## config.mk

```make
export PLATFORM = sky130hd
export DESIGN_NAME = video_pattern_gen
export DESIGN_NICKNAME = d
export VERILOG_FILES = /design/src/rtl/video_pattern_gen_pkg.sv /design/src/rtl/video_timing_counter.sv /design/src/rtl/video_pattern_gen.sv
export SDC_FILE = /design/constraint.sdc
export NUM_CORES = 1
export LEC_CHECK = 0
export ABC_AREA = 1
export CORE_MARGIN = 2
export CORE_UTILIZATION = 35
export DETAILED_ROUTE_END_ITERATION = 8
export PLACE_DENSITY_LB_ADDON = 0.08
export SETUP_SLACK_MARGIN = 0.05
export SYNTH_ARGS = -nofsm -noshare
export SYNTH_HDL_FRONTEND = slang
export SYNTH_HIERARCHICAL = 1
export SYNTH_SLANG_ARGS = --single-unit
```

## constraint.sdc

```tcl
create_clock -name clk -period 5.3 [get_ports clk]
set_input_delay 0.795 -clock clk [delete_from_list [all_inputs] [get_ports clk]]
set_output_delay 0.795 -clock clk [all_outputs]
set_load 0.02 [all_outputs]
```

## src/rtl/video_pattern_gen_pkg.sv

```systemverilog
// Shared types and helpers for the video test-pattern source: pattern codes,
// FSM states and the colour-bar table.
package video_pattern_gen_pkg;

    typedef enum logic [1:0] {
        PAT_BARS  = 2'd0,
        PAT_GRAD  = 2'd1,
        PAT_SOLID = 2'd2,
        PAT_CHECK = 2'd3
    } pattern_e;

    typedef enum logic {
        ST_IDLE = 1'b0,
        ST_RUN  = 1'b1
    } state_e;

    // Bar colour as {b, g, r} on/off flags; each flag expands to a full component.
    function automatic logic [2:0] bar_rgb(input logic [2:0] idx);
        logic [2:0] rgb;
        case (idx)
            3'd0:    rgb = 3'b111;  // white
            3'd1:    rgb = 3'b011;  // yellow
            3'd2:    rgb = 3'b110;  // cyan
            3'd3:    rgb = 3'b010;  // green
            3'd4:    rgb = 3'b101;  // magenta
            3'd5:    rgb = 3'b001;  // red
            3'd6:    rgb = 3'b100;  // blue
            3'd7:    rgb = 3'b000;  // black
            default: rgb = 3'b000;
        endcase
        return rgb;
    endfunction

    function automatic logic [2:0] bar_next(input logic [2:0] idx);
        logic [2:0] nxt;
        if (idx == 3'd7) begin
            nxt = 3'd7;
        end else begin
            nxt = idx + 3'd1;
        end
        return nxt;
    endfunction

endpackage

```

## src/rtl/video_timing_counter.sv

```systemverilog
// Raster timing core: per-frame shadow registers, h/v counters, IDLE/RUN FSM
// and the raw (unregistered) de/hs/vs/sof strobes.
module video_timing_counter
    import video_pattern_gen_pkg::*;
#(
    parameter int PIXEL_WIDTH = 8,
    parameter int TW          = 12
) (
    input  logic                     clk,
    input  logic                     rst_n,
    input  logic                     en_i,
    input  logic [1:0]               pattern_i,
    input  logic [3*PIXEL_WIDTH-1:0] solid_i,
    input  logic [TW-1:0]            h_active_i,
    input  logic [TW-1:0]            h_fp_i,
    input  logic [TW-1:0]            h_sync_i,
    input  logic [TW-1:0]            h_bp_i,
    input  logic [TW-1:0]            v_active_i,
    input  logic [TW-1:0]            v_fp_i,
    input  logic [TW-1:0]            v_sync_i,
    input  logic [TW-1:0]            v_bp_i,
    input  logic                     hs_pol_i,
    input  logic                     vs_pol_i,
    output logic                     run,
    output logic                     h_last,
    output logic [PIXEL_WIDTH-1:0]   h_pix,
    output logic                     v_cell,
    output logic                     frame_phase,
    output logic [TW+1:0]            bar_w,
    output logic [1:0]               pattern,
    output logic [3*PIXEL_WIDTH-1:0] solid,
    output logic                     de_raw,
    output logic                     hs_raw,
    output logic                     vs_raw,
    output logic                     sof_raw
);

    localparam logic [TW+1:0] CNT_ZERO = {(TW+2){1'b0}};
    localparam logic [TW+1:0] CNT_ONE  = {{(TW+1){1'b0}}, 1'b1};

    // A zero-length region would stall the raster, so it is stretched to one.
    function automatic logic [TW+1:0] clamp(input logic [TW-1:0] val);
        logic [TW+1:0] res;
        if (val == {TW{1'b0}}) begin
            res = CNT_ONE;
        end else begin
            res = {2'b00, val};
        end
        return res;
    endfunction

    state_e                   state_r;
    state_e                   state_nxt_s;
    logic [TW+1:0]            h_cnt_r;
    logic [TW+1:0]            v_cnt_r;
    logic [3:0]               frame_cnt_r;
    logic [TW+1:0]            h_act_r;
    logic [TW+1:0]            h_fp_r;
    logic [TW+1:0]            h_sync_r;
    logic [TW+1:0]            h_bp_r;
    logic [TW+1:0]            v_act_r;
    logic [TW+1:0]            v_fp_r;
    logic [TW+1:0]            v_sync_r;
    logic [TW+1:0]            v_bp_r;
    logic                     hs_pol_r;
    logic                     vs_pol_r;
    logic [1:0]               pattern_r;
    logic [3*PIXEL_WIDTH-1:0] solid_r;

    logic [TW+1:0] h_sync_beg_s;
    logic [TW+1:0] h_sync_end_s;
    logic [TW+1:0] h_total_s;
    logic [TW+1:0] v_sync_beg_s;
    logic [TW+1:0] v_sync_end_s;
    logic [TW+1:0] v_total_s;
    logic [TW+1:0] bar_raw_s;
    logic          v_last_s;
    logic          frame_last_s;
    logic          load_s;
    logic          hs_act_s;
    logic          vs_act_s;

    assign h_sync_beg_s = h_act_r + h_fp_r;
    assign h_sync_end_s = h_sync_beg_s + h_sync_r;
    assign h_total_s    = h_sync_end_s + h_bp_r;
    assign v_sync_beg_s = v_act_r + v_fp_r;
    assign v_sync_end_s = v_sync_beg_s + v_sync_r;
    assign v_total_s    = v_sync_end_s + v_bp_r;

    assign run          = (state_r == ST_RUN);
    assign h_last       = (h_cnt_r == (h_total_s - CNT_ONE));
    assign v_last_s     = (v_cnt_r == (v_total_s - CNT_ONE));
    assign frame_last_s = run && h_last && v_last_s;
    assign load_s       = en_i && ((state_r == ST_IDLE) || frame_last_s);

    // FSM state register.
    always_ff @(posedge clk) begin
        if (!rst_n) begin
            state_r <= ST_IDLE;
        end else begin
            state_r <= state_nxt_s;
        end
    end

    // Next state: start on request, stop only at a frame boundary.
    always_comb begin
        state_nxt_s = state_r;
        case (state_r)
            ST_IDLE: begin
                if (en_i) begin
                    state_nxt_s = ST_RUN;
                end else begin
                    state_nxt_s = ST_IDLE;
                end
            end
            ST_RUN: begin
                if (frame_last_s && !en_i) begin
                    state_nxt_s = ST_IDLE;
                end else begin
                    state_nxt_s = ST_RUN;
                end
            end
            default: state_nxt_s = ST_IDLE;
        endcase
    end

    // Shadow registers: captured once per frame so mid-frame input changes wait.
    always_ff @(posedge clk) begin
        if (!rst_n) begin
            h_act_r   <= CNT_ZERO;
            h_fp_r    <= CNT_ZERO;
            h_sync_r  <= CNT_ZERO;
            h_bp_r    <= CNT_ZERO;
            v_act_r   <= CNT_ZERO;
            v_fp_r    <= CNT_ZERO;
            v_sync_r  <= CNT_ZERO;
            v_bp_r    <= CNT_ZERO;
            hs_pol_r  <= 1'b0;
            vs_pol_r  <= 1'b0;
            pattern_r <= 2'd0;
            solid_r   <= {(3*PIXEL_WIDTH){1'b0}};
        end else if (load_s) begin
            h_act_r   <= clamp(h_active_i);
            h_fp_r    <= clamp(h_fp_i);
            h_sync_r  <= clamp(h_sync_i);
            h_bp_r    <= clamp(h_bp_i);
            v_act_r   <= clamp(v_active_i);
            v_fp_r    <= clamp(v_fp_i);
            v_sync_r  <= clamp(v_sync_i);
            v_bp_r    <= clamp(v_bp_i);
            hs_pol_r  <= hs_pol_i;
            vs_pol_r  <= vs_pol_i;
            pattern_r <= pattern_i;
            solid_r   <= solid_i;
        end
    end

    // Raster counters; both sit at zero while idle so RUN always starts at the origin.
    always_ff @(posedge clk) begin
        if (!rst_n) begin
            h_cnt_r     <= CNT_ZERO;
            v_cnt_r     <= CNT_ZERO;
            frame_cnt_r <= 4'd0;
        end else if (!run) begin
            h_cnt_r <= CNT_ZERO;
            v_cnt_r <= CNT_ZERO;
        end else if (h_last) begin
            h_cnt_r <= CNT_ZERO;
            if (v_last_s) begin
                v_cnt_r <= CNT_ZERO;
                if (en_i) begin
                    frame_cnt_r <= frame_cnt_r + 4'd1;
                end
            end else begin
                v_cnt_r <= v_cnt_r + CNT_ONE;
            end
        end else begin
            h_cnt_r <= h_cnt_r + CNT_ONE;
        end
    end

    assign hs_act_s = run && (h_cnt_r >= h_sync_beg_s) && (h_cnt_r < h_sync_end_s);
    assign vs_act_s = run && (v_cnt_r >= v_sync_beg_s) && (v_cnt_r < v_sync_end_s);

    // Idle level follows the live polarity inputs; a running frame uses its shadowed copy.
    assign hs_raw  = run ? (hs_act_s ~^ hs_pol_r) : ~hs_pol_i;
    assign vs_raw  = run ? (vs_act_s ~^ vs_pol_r) : ~vs_pol_i;
    assign de_raw  = run && (h_cnt_r < h_act_r) && (v_cnt_r < v_act_r);
    assign sof_raw = run && (h_cnt_r == CNT_ZERO) && (v_cnt_r == CNT_ZERO);

    assign bar_raw_s   = h_act_r >> 3;
    assign bar_w       = (bar_raw_s == CNT_ZERO) ? CNT_ONE : bar_raw_s;
    assign h_pix       = h_cnt_r[PIXEL_WIDTH-1:0];
    assign v_cell      = v_cnt_r[4];
    assign frame_phase = frame_cnt_r[3];
    assign pattern     = pattern_r;
    assign solid       = solid_r;

endmodule

```

## src/rtl/video_pattern_gen.sv

```systemverilog
// Test-pattern video source: raster timing from video_timing_counter plus the
// pattern generator and a single output register stage aligning all outputs.
module video_pattern_gen
    import video_pattern_gen_pkg::*;
#(
    parameter int PIXEL_WIDTH = 8,
    parameter int TW          = 12
) (
    input  logic                     clk,
    input  logic                     rst_n,
    input  logic                     en_i,
    input  logic [1:0]               pattern_i,
    input  logic [3*PIXEL_WIDTH-1:0] solid_i,
    input  logic [TW-1:0]            h_active_i,
    input  logic [TW-1:0]            h_fp_i,
    input  logic [TW-1:0]            h_sync_i,
    input  logic [TW-1:0]            h_bp_i,
    input  logic [TW-1:0]            v_active_i,
    input  logic [TW-1:0]            v_fp_i,
    input  logic [TW-1:0]            v_sync_i,
    input  logic [TW-1:0]            v_bp_i,
    input  logic                     hs_pol_i,
    input  logic                     vs_pol_i,
    output logic [3*PIXEL_WIDTH-1:0] do_o,
    output logic                     de_o,
    output logic                     hs_o,
    output logic                     vs_o,
    output logic                     sof_o
);

    localparam logic [TW+1:0]            CNT_ZERO = {(TW+2){1'b0}};
    localparam logic [TW+1:0]            CNT_ONE  = {{(TW+1){1'b0}}, 1'b1};
    localparam logic [3*PIXEL_WIDTH-1:0] PIX_ZERO = {(3*PIXEL_WIDTH){1'b0}};

    logic                     run_s;
    logic                     h_last_s;
    logic [PIXEL_WIDTH-1:0]   h_pix_s;
    logic                     v_cell_s;
    logic                     frame_phase_s;
    logic [TW+1:0]            bar_w_s;
    logic [1:0]               pattern_s;
    logic [3*PIXEL_WIDTH-1:0] solid_s;
    logic                     de_raw_s;
    logic                     hs_raw_s;
    logic                     vs_raw_s;
    logic                     sof_raw_s;
    logic [TW+1:0]            bar_pos_r;
    logic [2:0]               bar_idx_r;
    logic [2:0]               bar_rgb_s;
    logic                     check_white_s;
    logic [3*PIXEL_WIDTH-1:0] pix_s;

    video_timing_counter #(
        .PIXEL_WIDTH(PIXEL_WIDTH),
        .TW         (TW)
    ) u_timing (
        .clk        (clk),
        .rst_n      (rst_n),
        .en_i       (en_i),
        .pattern_i  (pattern_i),
        .solid_i    (solid_i),
        .h_active_i (h_active_i),
        .h_fp_i     (h_fp_i),
        .h_sync_i   (h_sync_i),
        .h_bp_i     (h_bp_i),
        .v_active_i (v_active_i),
        .v_fp_i     (v_fp_i),
        .v_sync_i   (v_sync_i),
        .v_bp_i     (v_bp_i),
        .hs_pol_i   (hs_pol_i),
        .vs_pol_i   (vs_pol_i),
        .run        (run_s),
        .h_last     (h_last_s),
        .h_pix      (h_pix_s),
        .v_cell     (v_cell_s),
        .frame_phase(frame_phase_s),
        .bar_w      (bar_w_s),
        .pattern    (pattern_s),
        .solid      (solid_s),
        .de_raw     (de_raw_s),
        .hs_raw     (hs_raw_s),
        .vs_raw     (vs_raw_s),
        .sof_raw    (sof_raw_s)
    );

    // Bar tracker mirrors h_cnt: restarts every line, index saturates on the last bar.
    always_ff @(posedge clk) begin
        if (!rst_n) begin
            bar_pos_r <= CNT_ZERO;
            bar_idx_r <= 3'd0;
        end else if (!run_s || h_last_s) begin
            bar_pos_r <= CNT_ZERO;
            bar_idx_r <= 3'd0;
        end else if (bar_pos_r == (bar_w_s - CNT_ONE)) begin
            bar_pos_r <= CNT_ZERO;
            bar_idx_r <= bar_next(bar_idx_r);
        end else begin
            bar_pos_r <= bar_pos_r + CNT_ONE;
        end
    end

    assign bar_rgb_s     = bar_rgb(bar_idx_r);
    assign check_white_s = h_pix_s[4] ^ v_cell_s ^ frame_phase_s;

    // Pattern select; components pack as {B, G, R} from MSB to LSB.
    always_comb begin
        pix_s = PIX_ZERO;
        case (pattern_e'(pattern_s))
            PAT_BARS:  pix_s = {{PIXEL_WIDTH{bar_rgb_s[2]}},
                                {PIXEL_WIDTH{bar_rgb_s[1]}},
                                {PIXEL_WIDTH{bar_rgb_s[0]}}};
            PAT_GRAD:  pix_s = {3{h_pix_s}};
            PAT_SOLID: pix_s = solid_s;
            PAT_CHECK: pix_s = {(3*PIXEL_WIDTH){check_white_s}};
            default:   pix_s = PIX_ZERO;
        endcase
    end

    // Output stage: one register for every output so they stay mutually aligned.
    always_ff @(posedge clk) begin
        if (!rst_n) begin
            do_o  <= PIX_ZERO;
            de_o  <= 1'b0;
            hs_o  <= 1'b0;
            vs_o  <= 1'b0;
            sof_o <= 1'b0;
        end else begin
            do_o  <= de_raw_s ? pix_s : PIX_ZERO;
            de_o  <= de_raw_s;
            hs_o  <= hs_raw_s;
            vs_o  <= vs_raw_s;
            sof_o <= sof_raw_s;
        end
    end

endmodule

```

**Close-up of the layout**

Region (95, 51) to (125, 81) um. Cells in gray, sequential cells in the stronger gray; small squares are vias.
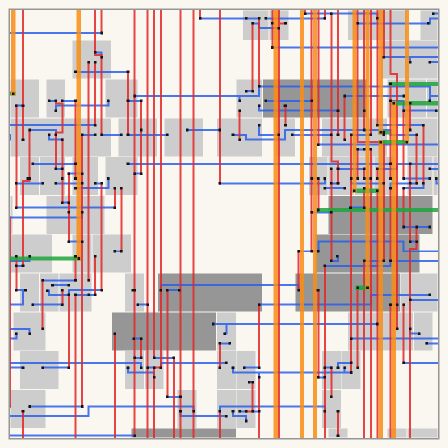
[metal 3] green
[metal 1] blue
[metal 4] orange
[metal 2] red
cells with their middle in the window: 59
netlist names of flops here include: u_timing/v_cnt_r (3), u_timing/v_fp_r (2)
most frequent: nor2_1 (9), inv_1 (8), nand2_1 (8)
sequential cells in the window: 6

**The metal 4 layer**

Scale: 2 px per um. Supply wires on this layer in gray.
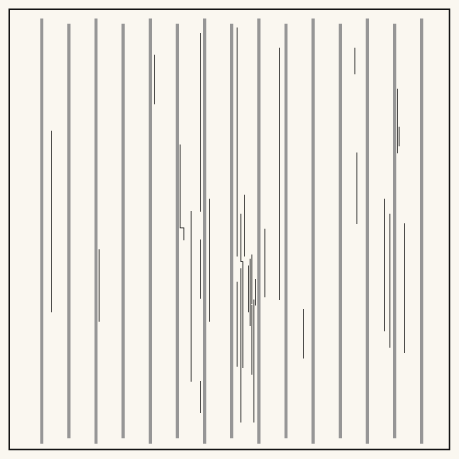
longest straight run: 126 um
nets with wire on the layer: 21
wire length on this layer: 1480 um
main direction: vertical
share of all routed wire: 2.7%

**Gate families picked out**

Scale: 2 px per um.
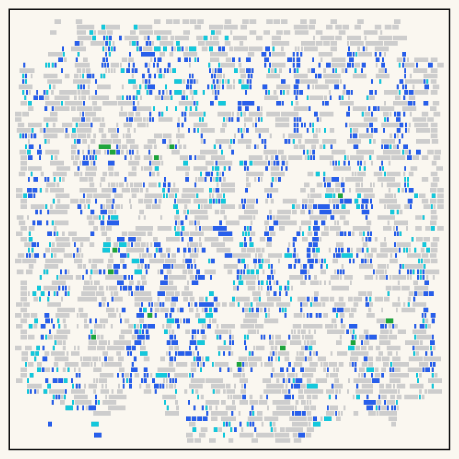
[NOR gates] cyan | cells: 375 | where: spread over the die
[AND-OR and OR-AND gates] green | cells: 13
[NAND gates] blue | cells: 883 | where: spread over the die
Comb/total area: 0.534
non-filler cells, final: 3352

**Signal metal coverage by tile**

Scale: 1.5 px per um. 22 x 22 tiles, from white (low) to dark blue (high), scaled to the fullest tile. Values are wire area over tile area, all layers added.
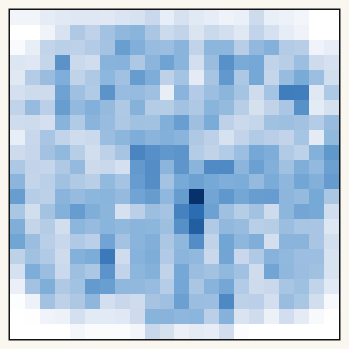
fullest tile: 0.54
densest ninth of the die: center
mean over tiles: 0.18
nearly empty tiles: 4.3%
tiles over half the peak: 14%
via count: 16400
Routed Wire Length: 55500 um

==> run_results.csv <==
group,metric,value,unit
sta,timing.fmax,0.197,GHz
synthesis,synth_adder_area_share,0.140,
status,status,"completed",
synthesis,syn_area_per_cell,6.68,sq um
grt,grt_max_degree,81,
sta,maxSlewViolCount,0,
clocking,numClockSinks,205,
synthesis,ys_sh_xor,0.0513,
clocking,ctsRootBufferMaster,"clkbuf_16",
synthesis,syn_area,0.0162,sq mm
clocking,hold_buffers,0,
synthesis,ys.flops,205,
placement,dp_slack,-0.271,ns
finish,nets,3039,
finish,logic_gates,1796,
sta,hold_viol,0,
route,dr_wl_met2,26900,um
floorplan,fp_util,0.356,
sta,finalCritPeriodShare,0.959,
setup_path,required,5.79,ns
clocking,clock_latency,0.57,ns
setup_path,crit_type,"reg2reg",
synthesis,yosysTopAreaCell,"dfxtp_1",
hold_path,min_path_type,"reg2reg",
synthesis,ys.flop_type,"dfxtp_1",
finish,area.growth.synth_to_final,37.8,%
clocking,htreeDepth,1,
finish,seq_cells,205,
floorplan,dieArea,0.0481,sq mm
power,p_sw,0.00338,W
synthesis,ys_cells,2430,
finish,nFillCells,4665,
synthesis,top_area_frac,0.253,
synthesis,topCombFamilyByArea,"simple AND/OR/NAND/NOR gates",
floorplan,design.core.area,0.0456,sq mm
setup_path,r2r-start,"u_timing/v_fp_r[0]",
synthesis,synth_seq_share,0.253,
power,power_density,372,mW/mm^2
floorplan,die_w,219,um
setup_path,cpMaxStageDelayCell,"fa_2",
run,drv_cap,0,
route,m1WireLength,25100,um
finish,final_cell_mix,"nand2_1 (550), inv_1 (318), nor2_1 (261)",
route,wire_per_inst,16.5,um
setup_path,worstSetupEndpointType,"flop",
sta,finalSetupViolCount,0,
sta,rsz0062_at_grt,"yes",
clocking,cts_tree,"done",
setup_path,cp_top_family,"simple AND/OR/NAND/NOR gates",
synthesis,synthArstFlopShare,0,
Power figures rest on the tool's default switching activity, not on a simulated workload.
